==> images/layers.png <==
Two of the layers only.
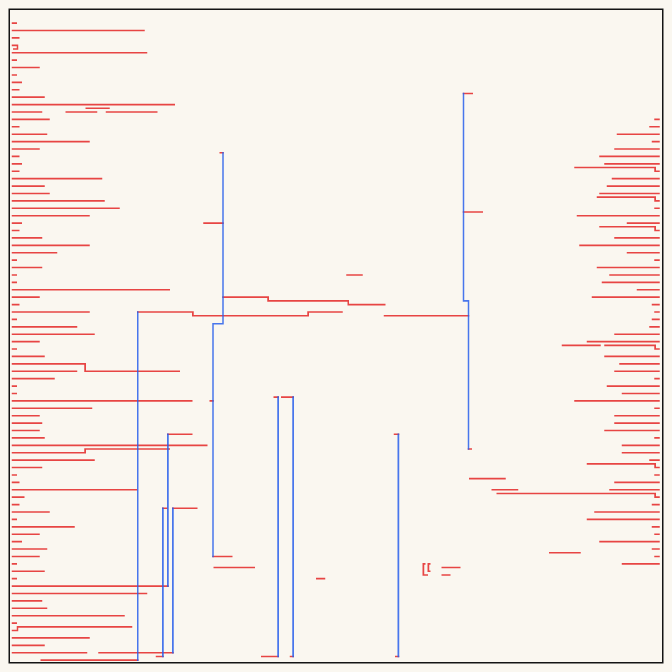
==> images/ff_map.png <==
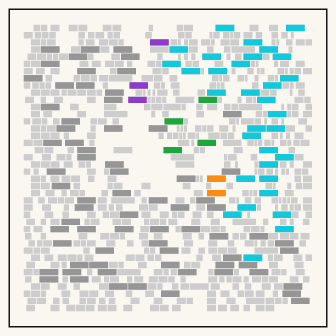
==> images/m3.png <==
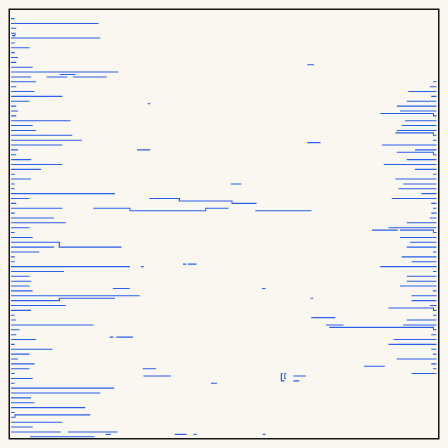
==> images/pinout.png <==
Pins as bars across the die edge, other pins in grey.
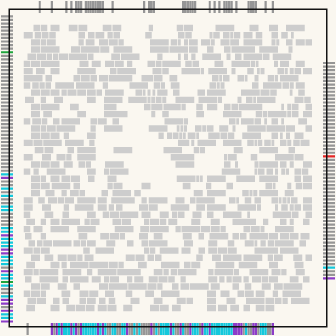
==> images/congestion_map.png <==
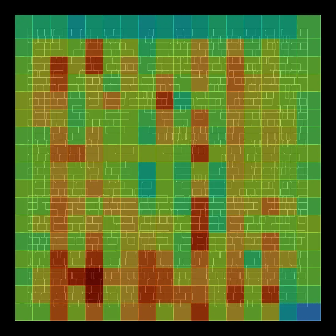
**src/rtl/mem_port_arbiter_if.sv**
```systemverilog
// Bundle of the two requester ports, the shared response bus and the MMU
// load/store port. The arbiter is the slave side; the requesters plus the
// MMU together form the master side.
interface mem_port_arbiter_if;
   logic [1:0]       req_valid;
   logic [1:0]       req_ready;
   logic [1:0]       req_we;
   logic [1:0][1:0]  req_unit;
   logic [1:0][31:0] req_addr;
   logic [1:0][31:0] req_wd;

   logic [1:0]       resp_valid;
   logic [31:0]      resp_rd;
   logic             resp_access_fault;
   logic             resp_misaligned;

   logic             mmu_re;
   logic             mmu_we;
   logic [1:0]       mmu_rd_unit;
   logic [1:0]       mmu_wd_unit;
   logic [31:0]      mmu_addr;
   logic [31:0]      mmu_wd;
   logic [31:0]      mmu_rd;
   logic             mmu_access_fault;
   logic             mmu_addr_misaligned;

   modport slave (
      input  req_valid, req_we, req_unit, req_addr, req_wd,
      input  mmu_rd, mmu_access_fault, mmu_addr_misaligned,
      output req_ready, resp_valid, resp_rd, resp_access_fault, resp_misaligned,
      output mmu_re, mmu_we, mmu_rd_unit, mmu_wd_unit, mmu_addr, mmu_wd
   );

   modport master (
      output req_valid, req_we, req_unit, req_addr, req_wd,
      output mmu_rd, mmu_access_fault, mmu_addr_misaligned,
      input  req_ready, resp_valid, resp_rd, resp_access_fault, resp_misaligned,
      input  mmu_re, mmu_we, mmu_rd_unit, mmu_wd_unit, mmu_addr, mmu_wd
   );
endinterface

```
**src/rtl/mem_port_arbiter.sv**
```systemverilog
// Two-port arbiter in front of the single MMU load/store port.
// Port 0 (LSU) has fixed priority; port 1 (fetch) is forced through after
// STARVE_LIMIT consecutive port-0 grants made while it was waiting.
// One transaction at a time: IDLE accepts, ACCESS holds the latched request
// on the MMU for WAIT_STATES+1 cycles, then a one-cycle registered response.
module mem_port_arbiter #(
   parameter int WAIT_STATES  = 0,
   parameter int STARVE_LIMIT = 4
) (
   input logic               clk,
   input logic               rst_n,
   mem_port_arbiter_if.slave bus
);

   localparam int SW = $clog2(STARVE_LIMIT + 1);
   localparam logic [SW-1:0] STARVE_MAX = SW'(STARVE_LIMIT);
   localparam logic [3:0]    WAIT_INIT  = 4'(WAIT_STATES);

   typedef enum logic {IDLE, ACCESS} state_t;

   state_t         state_q;
   logic           port_q;
   logic           we_q;
   logic [1:0]     unit_q;
   logic [31:0]    addr_q;
   logic [31:0]    wd_q;
   logic [3:0]     wait_q;
   logic [SW-1:0]  starve_q;
   logic [SW-1:0]  starve_d;
   logic [1:0]     resp_valid_q;
   logic [31:0]    resp_rd_q;
   logic           resp_af_q;
   logic           resp_mis_q;

   logic           grant_p0;
   logic           grant_p1;
   logic           accept;
   logic           starve_at_limit;
   logic           last_cycle;

   assign starve_at_limit = (starve_q == STARVE_MAX);
   assign last_cycle      = (wait_q == '0);

   // Combinational grant and starvation-counter next value for the IDLE accept cycle
   always_comb begin
      grant_p1 = bus.req_valid[1] & (~bus.req_valid[0] | starve_at_limit);
      grant_p0 = bus.req_valid[0] & ~grant_p1;
      accept   = rst_n & (state_q == IDLE) & (grant_p0 | grant_p1);
      starve_d = starve_q;
      if (accept & grant_p1) begin
         starve_d = '0;
      end else if (accept & bus.req_valid[1] & ~starve_at_limit) begin
         starve_d = starve_q + SW'(1);
      end
   end

   assign bus.req_ready = accept ? {grant_p1, grant_p0} : 2'b00;

   // MMU port driven straight from the latched request; the write strobe is
   // confined to the final ACCESS cycle so every store hits the MMU once.
   assign bus.mmu_addr    = addr_q;
   assign bus.mmu_wd      = wd_q;
   assign bus.mmu_rd_unit = unit_q;
   assign bus.mmu_wd_unit = unit_q;
   assign bus.mmu_re      = (state_q == ACCESS) & ~we_q;
   assign bus.mmu_we      = (state_q == ACCESS) & we_q & last_cycle;

   assign bus.resp_valid        = resp_valid_q;
   assign bus.resp_rd           = resp_rd_q;
   assign bus.resp_access_fault = resp_af_q;
   assign bus.resp_misaligned   = resp_mis_q;

   // FSM, request latch, wait counter, starvation counter and response registers
   always_ff @(posedge clk) begin
      if (!rst_n) begin
         state_q      <= IDLE;
         port_q       <= 1'b0;
         we_q         <= 1'b0;
         unit_q       <= '0;
         addr_q       <= '0;
         wd_q         <= '0;
         wait_q       <= '0;
         starve_q     <= '0;
         resp_valid_q <= '0;
         resp_rd_q    <= '0;
         resp_af_q    <= 1'b0;
         resp_mis_q   <= 1'b0;
      end else begin
         resp_valid_q <= '0;
         starve_q     <= starve_d;
         case (state_q)
            IDLE: begin
               if (accept) begin
                  port_q  <= grant_p1;
                  we_q    <= bus.req_we[grant_p1];
                  unit_q  <= bus.req_unit[grant_p1];
                  addr_q  <= bus.req_addr[grant_p1];
                  wd_q    <= bus.req_wd[grant_p1];
                  wait_q  <= WAIT_INIT;
                  state_q <= ACCESS;
               end
            end
            ACCESS: begin
               if (last_cycle) begin
                  resp_valid_q[port_q] <= 1'b1;
                  resp_rd_q  <= (~we_q & ~bus.mmu_access_fault & ~bus.mmu_addr_misaligned)
                                ? bus.mmu_rd : '0;
                  resp_af_q  <= bus.mmu_access_fault;
                  resp_mis_q <= bus.mmu_addr_misaligned;
                  state_q    <= IDLE;
               end else begin
                  wait_q <= wait_q - 4'd1;
               end
            end
         endcase
      end
   end

endmodule

```
**src/flat_wrapper.sv**
```systemverilog
// flat-port wrapper written by rule: the top's interface ports become plain ports
module mem_port_arbiter_flat 
#(
   parameter int WAIT_STATES  = 0,
   parameter int STARVE_LIMIT = 4
)
  (clk, rst_n, bus_req_valid, bus_req_we, bus_req_unit, bus_req_addr, bus_req_wd, bus_mmu_rd, bus_mmu_access_fault, bus_mmu_addr_misaligned, bus_req_ready, bus_resp_valid, bus_resp_rd, bus_resp_access_fault, bus_resp_misaligned, bus_mmu_re, bus_mmu_we, bus_mmu_rd_unit, bus_mmu_wd_unit, bus_mmu_addr, bus_mmu_wd);
  mem_port_arbiter_if bus_i ();
  input logic clk;
  input logic rst_n;
  input wire logic [$bits(bus_i.req_valid)-1:0] bus_req_valid;
  input wire logic [$bits(bus_i.req_we)-1:0] bus_req_we;
  input wire logic [$bits(bus_i.req_unit)-1:0] bus_req_unit;
  input wire logic [$bits(bus_i.req_addr)-1:0] bus_req_addr;
  input wire logic [$bits(bus_i.req_wd)-1:0] bus_req_wd;
  input wire logic [$bits(bus_i.mmu_rd)-1:0] bus_mmu_rd;
  input wire logic [$bits(bus_i.mmu_access_fault)-1:0] bus_mmu_access_fault;
  input wire logic [$bits(bus_i.mmu_addr_misaligned)-1:0] bus_mmu_addr_misaligned;
  output wire logic [$bits(bus_i.req_ready)-1:0] bus_req_ready;
  output wire logic [$bits(bus_i.resp_valid)-1:0] bus_resp_valid;
  output wire logic [$bits(bus_i.resp_rd)-1:0] bus_resp_rd;
  output wire logic [$bits(bus_i.resp_access_fault)-1:0] bus_resp_access_fault;
  output wire logic [$bits(bus_i.resp_misaligned)-1:0] bus_resp_misaligned;
  output wire logic [$bits(bus_i.mmu_re)-1:0] bus_mmu_re;
  output wire logic [$bits(bus_i.mmu_we)-1:0] bus_mmu_we;
  output wire logic [$bits(bus_i.mmu_rd_unit)-1:0] bus_mmu_rd_unit;
  output wire logic [$bits(bus_i.mmu_wd_unit)-1:0] bus_mmu_wd_unit;
  output wire logic [$bits(bus_i.mmu_addr)-1:0] bus_mmu_addr;
  output wire logic [$bits(bus_i.mmu_wd)-1:0] bus_mmu_wd;
  assign bus_i.req_valid = bus_req_valid;
  assign bus_i.req_we = bus_req_we;
  assign bus_i.req_unit = bus_req_unit;
  assign bus_i.req_addr = bus_req_addr;
  assign bus_i.req_wd = bus_req_wd;
  assign bus_i.mmu_rd = bus_mmu_rd;
  assign bus_i.mmu_access_fault = bus_mmu_access_fault;
  assign bus_i.mmu_addr_misaligned = bus_mmu_addr_misaligned;
  assign bus_req_ready = bus_i.req_ready;
  assign bus_resp_valid = bus_i.resp_valid;
  assign bus_resp_rd = bus_i.resp_rd;
  assign bus_resp_access_fault = bus_i.resp_access_fault;
  assign bus_resp_misaligned = bus_i.resp_misaligned;
  assign bus_mmu_re = bus_i.mmu_re;
  assign bus_mmu_we = bus_i.mmu_we;
  assign bus_mmu_rd_unit = bus_i.mmu_rd_unit;
  assign bus_mmu_wd_unit = bus_i.mmu_wd_unit;
  assign bus_mmu_addr = bus_i.mmu_addr;
  assign bus_mmu_wd = bus_i.mmu_wd;
  mem_port_arbiter #(.WAIT_STATES(WAIT_STATES), .STARVE_LIMIT(STARVE_LIMIT)) u_core (.clk(clk), .rst_n(rst_n), .bus(bus_i));
endmodule
```
**config.mk**
```make
export PLATFORM = sky130hd
export DESIGN_NAME = mem_port_arbiter_flat
export DESIGN_NICKNAME = d
export VERILOG_FILES = /design/src/rtl/mem_port_arbiter_if.sv /design/src/rtl/mem_port_arbiter.sv /design/src/flat_wrapper.sv
export SDC_FILE = /design/constraint.sdc
export NUM_CORES = 1
export LEC_CHECK = 0
export CAP_MARGIN = 20
export CORE_MARGIN = 5
export CORE_UTILIZATION = 37
export DETAILED_ROUTE_END_ITERATION = 7
export HOLD_SLACK_MARGIN = 0.06
export PLACE_DENSITY_LB_ADDON = 0.05
export SYNTH_ARGS = -nofsm -noshare
export SYNTH_HDL_FRONTEND = slang
export SYNTH_SLANG_ARGS = --single-unit
```
**constraint.sdc**
```tcl
create_clock -name clk -period 2.3 [get_ports clk]
set_input_delay 0.46 -clock clk [delete_from_list [all_inputs] [get_ports clk]]
set_output_delay 0.46 -clock clk [all_outputs]
set_load 0.1 [all_outputs]
```
==> impl_results.rst <==
Physical design figures
=======================

.. list-table::
   :header-rows: 1

   * - Metric
     - Value
   * - Area after detailed placement
     - ~7100 um^2
   * - Crit share post-route
     - 0.947
   * - Number of standard-cell rows in the floorplan
     - ~40
   * - Setup WS pre-CTS
     - a little over 0.09 ns
   * - RSZ-0062 raised after global routing
     - no
   * - Via count normalized by instance count
     - 5.38
   * - Relative slew margins
     - 0.682
   * - Clock Root Buffer
     - sky130_fd_sc_hd__clkbuf_16
   * - Main combinational cell family by area after synthesis
     - AND-OR/OR-AND gates
   * - Area of the core region
     - 11900 um^2
   * - Async set-or-reset flop fraction in the synthesized netlist
     - 0
   * - Post-CTS setup-driven buffer insertion count
     - 0
   * - Share of cells above drive strength 1
     - 0.205
   * - Worst Path Arrival
     - 1.72 ns
   * - Tightest Pin Transition
     - 0.471 ns
   * - Floorplan-stage core utilization
     - 0.374
   * - Max-slew violation count
     - 0
   * - Number of global-route vias before repair
     - 4795
   * - Total Neg Setup Slack
     - 0 ns
   * - Number of sinks handled by clock tree synthesis
     - 112
   * - Tool warning count
     - 29
   * - CTS tree
     - done
   * - Quantity of hold-fixing buffers added after cts
     - 0
   * - Smallest setup slack after layout
     - roughly 0.12 ns
   * - Largest net degree at the start of global routing
     - 114
   * - Commonest non-fill, non-tap cell in the layout
     - sky130_fd_sc_hd__clkdlybuf4s50_1
   * - Required time at the endpoint of the critical path
     - between 1.5 and 2 ns
   * - Number of antenna violations at the first check in global routing
     - 0
   * - Reg clk slew, reported paths
     - 0.07 ns
   * - Final Critical Period
     - 2.18 ns
   * - Mapped cell area
     - approximately 4500 um^2
   * - Detailed Routing Iterations Pass 1
     - 4
   * - Post-synthesis average cell area
     - just under 10 um^2
   * - Comb. pwr
     - 2080 uW
   * - Number of enable flip-flop cells
     - 0
   * - Dominant power group
     - registers
   * - Run status
     - complete, no violations
   * - Sum of met2 wire segment lengths after detailed routing
     - 8150 um
   * - Area of the synthesized netlist per yosys stat
     - 4450 um^2
   * - Power per cell area
     - 769 nW/um^2
   * - Critical Path Start Type
     - primary input
   * - Power share of the combinational group
     - 0.365
   * - DRC violation total after the first TritonRoute iteration
     - 266
   * - Most instantiated logic cells after routing
     - sky130_fd_sc_hd__clkdlybuf4s50_1 (170), sky130_fd_sc_hd__buf_4 (116), sky130_fd_sc_hd__dfxtp_1 (112)
   * - Highest metal layer with signal wires
     - met4
   * - Post-synth net total
     - 624
   * - Setup-failing EPs final
     - 0
   * - Area share of and/or/nand/nor cells after synthesis
     - 0.201
   * - Max Root-Sink Buffers
     - 2
   * - Flops out of synthesis
     - 112
   * - Post-synthesis mux area share
     - 0
   * - Synth top area cells
     - sky130_fd_sc_hd__dfxtp_1 (50%), sky130_fd_sc_hd__a221o_1 (15%), sky130_fd_sc_hd__and3_1 (9.7%)
   * - Compound-Gate Fraction of Synth Area
     - 0.232
   * - Worst Setup End Kind
     - output port
   * - R2R setup slack
     - 0.46 ns
   * - Critical Path Source
     - bus_req_valid[0]
   * - Yosys warnings
     - 0
   * - Standby leakage power
     - approximately 0.0032 uW
   * - Fillcell total
     - between 1k and 1.5k
   * - Most frequent cells after synthesis
     - sky130_fd_sc_hd__dfxtp_1 (112), sky130_fd_sc_hd__and3_1 (69), sky130_fd_sc_hd__a221o_1 (67)
   * - Dpl cells
     - 841
   * - Later-pin clock latency in the skew report
     - 0.34 ns
   * - Cells on Worst Hold Path
     - 1
   * - Classification of the worst setup path
     - primary input to output port
   * - Total chip power
     - about 5700 uW
   * - Cells after Synth
     - approximately 450
   * - End point of the critical path
     - bus_req_ready[1]
   * - Worst reg-to-reg path cell count
     - 6
   * - Clock share of power
     - 0.252
   * - Remaining routing DRC violations
     - 0
   * - Max-cap violation count
     - 0
   * - Busiest grt layer
     - met2
   * - Library cell with the largest summed area after synthesis
     - sky130_fd_sc_hd__dfxtp_1
   * - Global-route wire length before repair
     - 25400 um
   * - Total number of H-tree levels
     - 3
   * - Distinct cell type count after synthesis
     - 31
   * - FF-to-FF Start
     - u_core.starve_q[0]
   * - Cell resize tally after clock tree synthesis
     - 0
   * - Maximum clock rate
     - ~0.46 GHz
   * - Num ports
     - 280
   * - Antenna cells
     - 0
   * - Clock Power
     - 1440 uW
   * - Leading register cell type out of synthesis
     - sky130_fd_sc_hd__dfxtp_1
   * - Reg2reg end
     - u_core.bus.mmu_wd[14]
   * - Worst hold margin
     - 0.437 ns
   * - Routed length on met3
     - 1420 um
   * - Startpoint of the tightest hold check path
     - u_core.port_q
   * - Dominant cell by count in the synthesized netlist
     - sky130_fd_sc_hd__dfxtp_1
   * - Worst IR drop on VDD
     - 0.000456 V
   * - Sequential group share of total power
     - 0.383
   * - Final #Nets
     - 880
   * - Gpl congestion
     - 0.815
   * - Max Clock Skew
     - 0.00459 ns
   * - Maximum net fanout on the critical path
     - 7
   * - XOR/XNOR share of the synthesized area
     - 0
   * - Area fraction of the dominant cell type after synthesis
     - 0.504
   * - Number of cells in Yosys stat
     - 449
   * - Tightest Hold Check Type
     - flip-flop to flip-flop
   * - Final ANT Viol Nets
     - 0
   * - Total non-filler cell area in the finished layout
     - 7410 um^2
   * - Number of clock buffers inserted by TritonCTS
     - 9
   * - Routed length on met1
     - 6300 um
   * - Register area share after synthesis
     - 0.504
   * - Half-perimeter wire length after detailed placement
     - 12000 um
   * - Internal
     - between 3000 and 4000 uW
   * - Area enclosed by the die boundary
     - about 14000 um^2
   * - Global route overflow
     - 0
   * - Area share of fa/ha/maj cells after synthesis
     - 0.00843
   * - Synthesis-to-layout area growth
     - 66.4%
   * - Min-Delay Endpoint
     - u_core.bus.resp_valid[0]
   * - Number of failing hold endpoints at the final stage
     - 0
-- layers.png (at the start) --
[blue] M4 | wire length: 424 um
[red] M3 | wire length: 1420 um
Routed Wire Length: 16300 um
per-cell routed wire length: 19.1 um
global-route usage over all layers: 0.221
Via Count: 4591

-- ff_map.png (at the start) --
[cyan] u_core.bus.resp_rd | placed flops: 32
[green] u_core.wait_q | placed flops: 4 | where: centre
[purple] u_core.starve_q | placed flops: 3
[orange] u_core.bus.resp_valid | placed flops: 2
not coloured: 71
reported sequential group power: 2180 uW
Layout Utilization: 0.622
share of the final layout cell area in sequential cells: 0.303
area taken by flip-flops and latches: 2240 um^2

-- m3.png (at the start) --
main direction: horizontal
share of all routed wire: 8.7%

-- pinout.png (at the start) --
[cyan] bus_req_addr | pins: 64 | direction: input | edge: 44 bottom, 19 left, 1 right
[green] bus_mmu_rd_unit | pins: 2 | direction: output | edge: left
[purple] bus_mmu_addr | pins: 32 | direction: output | edge: 22 bottom, 9 left, 1 right
[red] bus_mmu_access_fault | pins: 1 | direction: input | edge: right
all pins by edge: 93 bottom, 86 left, 61 right, 40 top
floorplan die height: 120 um
total of buffers placed on input and output ports: 279
die x size: 120 um

-- congestion_map.png (at the start) --
Global Route met3 Usage: 0.0740
GRT met2 Usage: 0.377
met1 routing resource usage after global routing: 0.255

-- worst max-delay path: stages --
cell	delay [ns]
sky130_fd_sc_hd__clkdlybuf4s50_1	0.45
sky130_fd_sc_hd__a21boi_2	0.19
sky130_fd_sc_hd__and3b_2	0.40
sky130_fd_sc_hd__buf_12	0.21
-- final cells by class --
cell class | count | area share
Sequential cell | 112 | 0.303
Tap cell | 147 | 0.0248
Multi-Input combinational cell | 283 | 0.268
Timing Repair Buffer | 294 | 0.367
Inverter | 5 | 0.00253
Clock inverter | 1 | 0.000675
Clock buffer | 12 | 0.0346
-- logic make-up after synthesis --
family	count (synthesis)
AOI/OAI and AO/OA	115
adders and majority gates	3
buffers and inverters	54
DFF	112
and+or+nand+nor	165
No activity file was given, so power comes from the tool's default toggle rates.
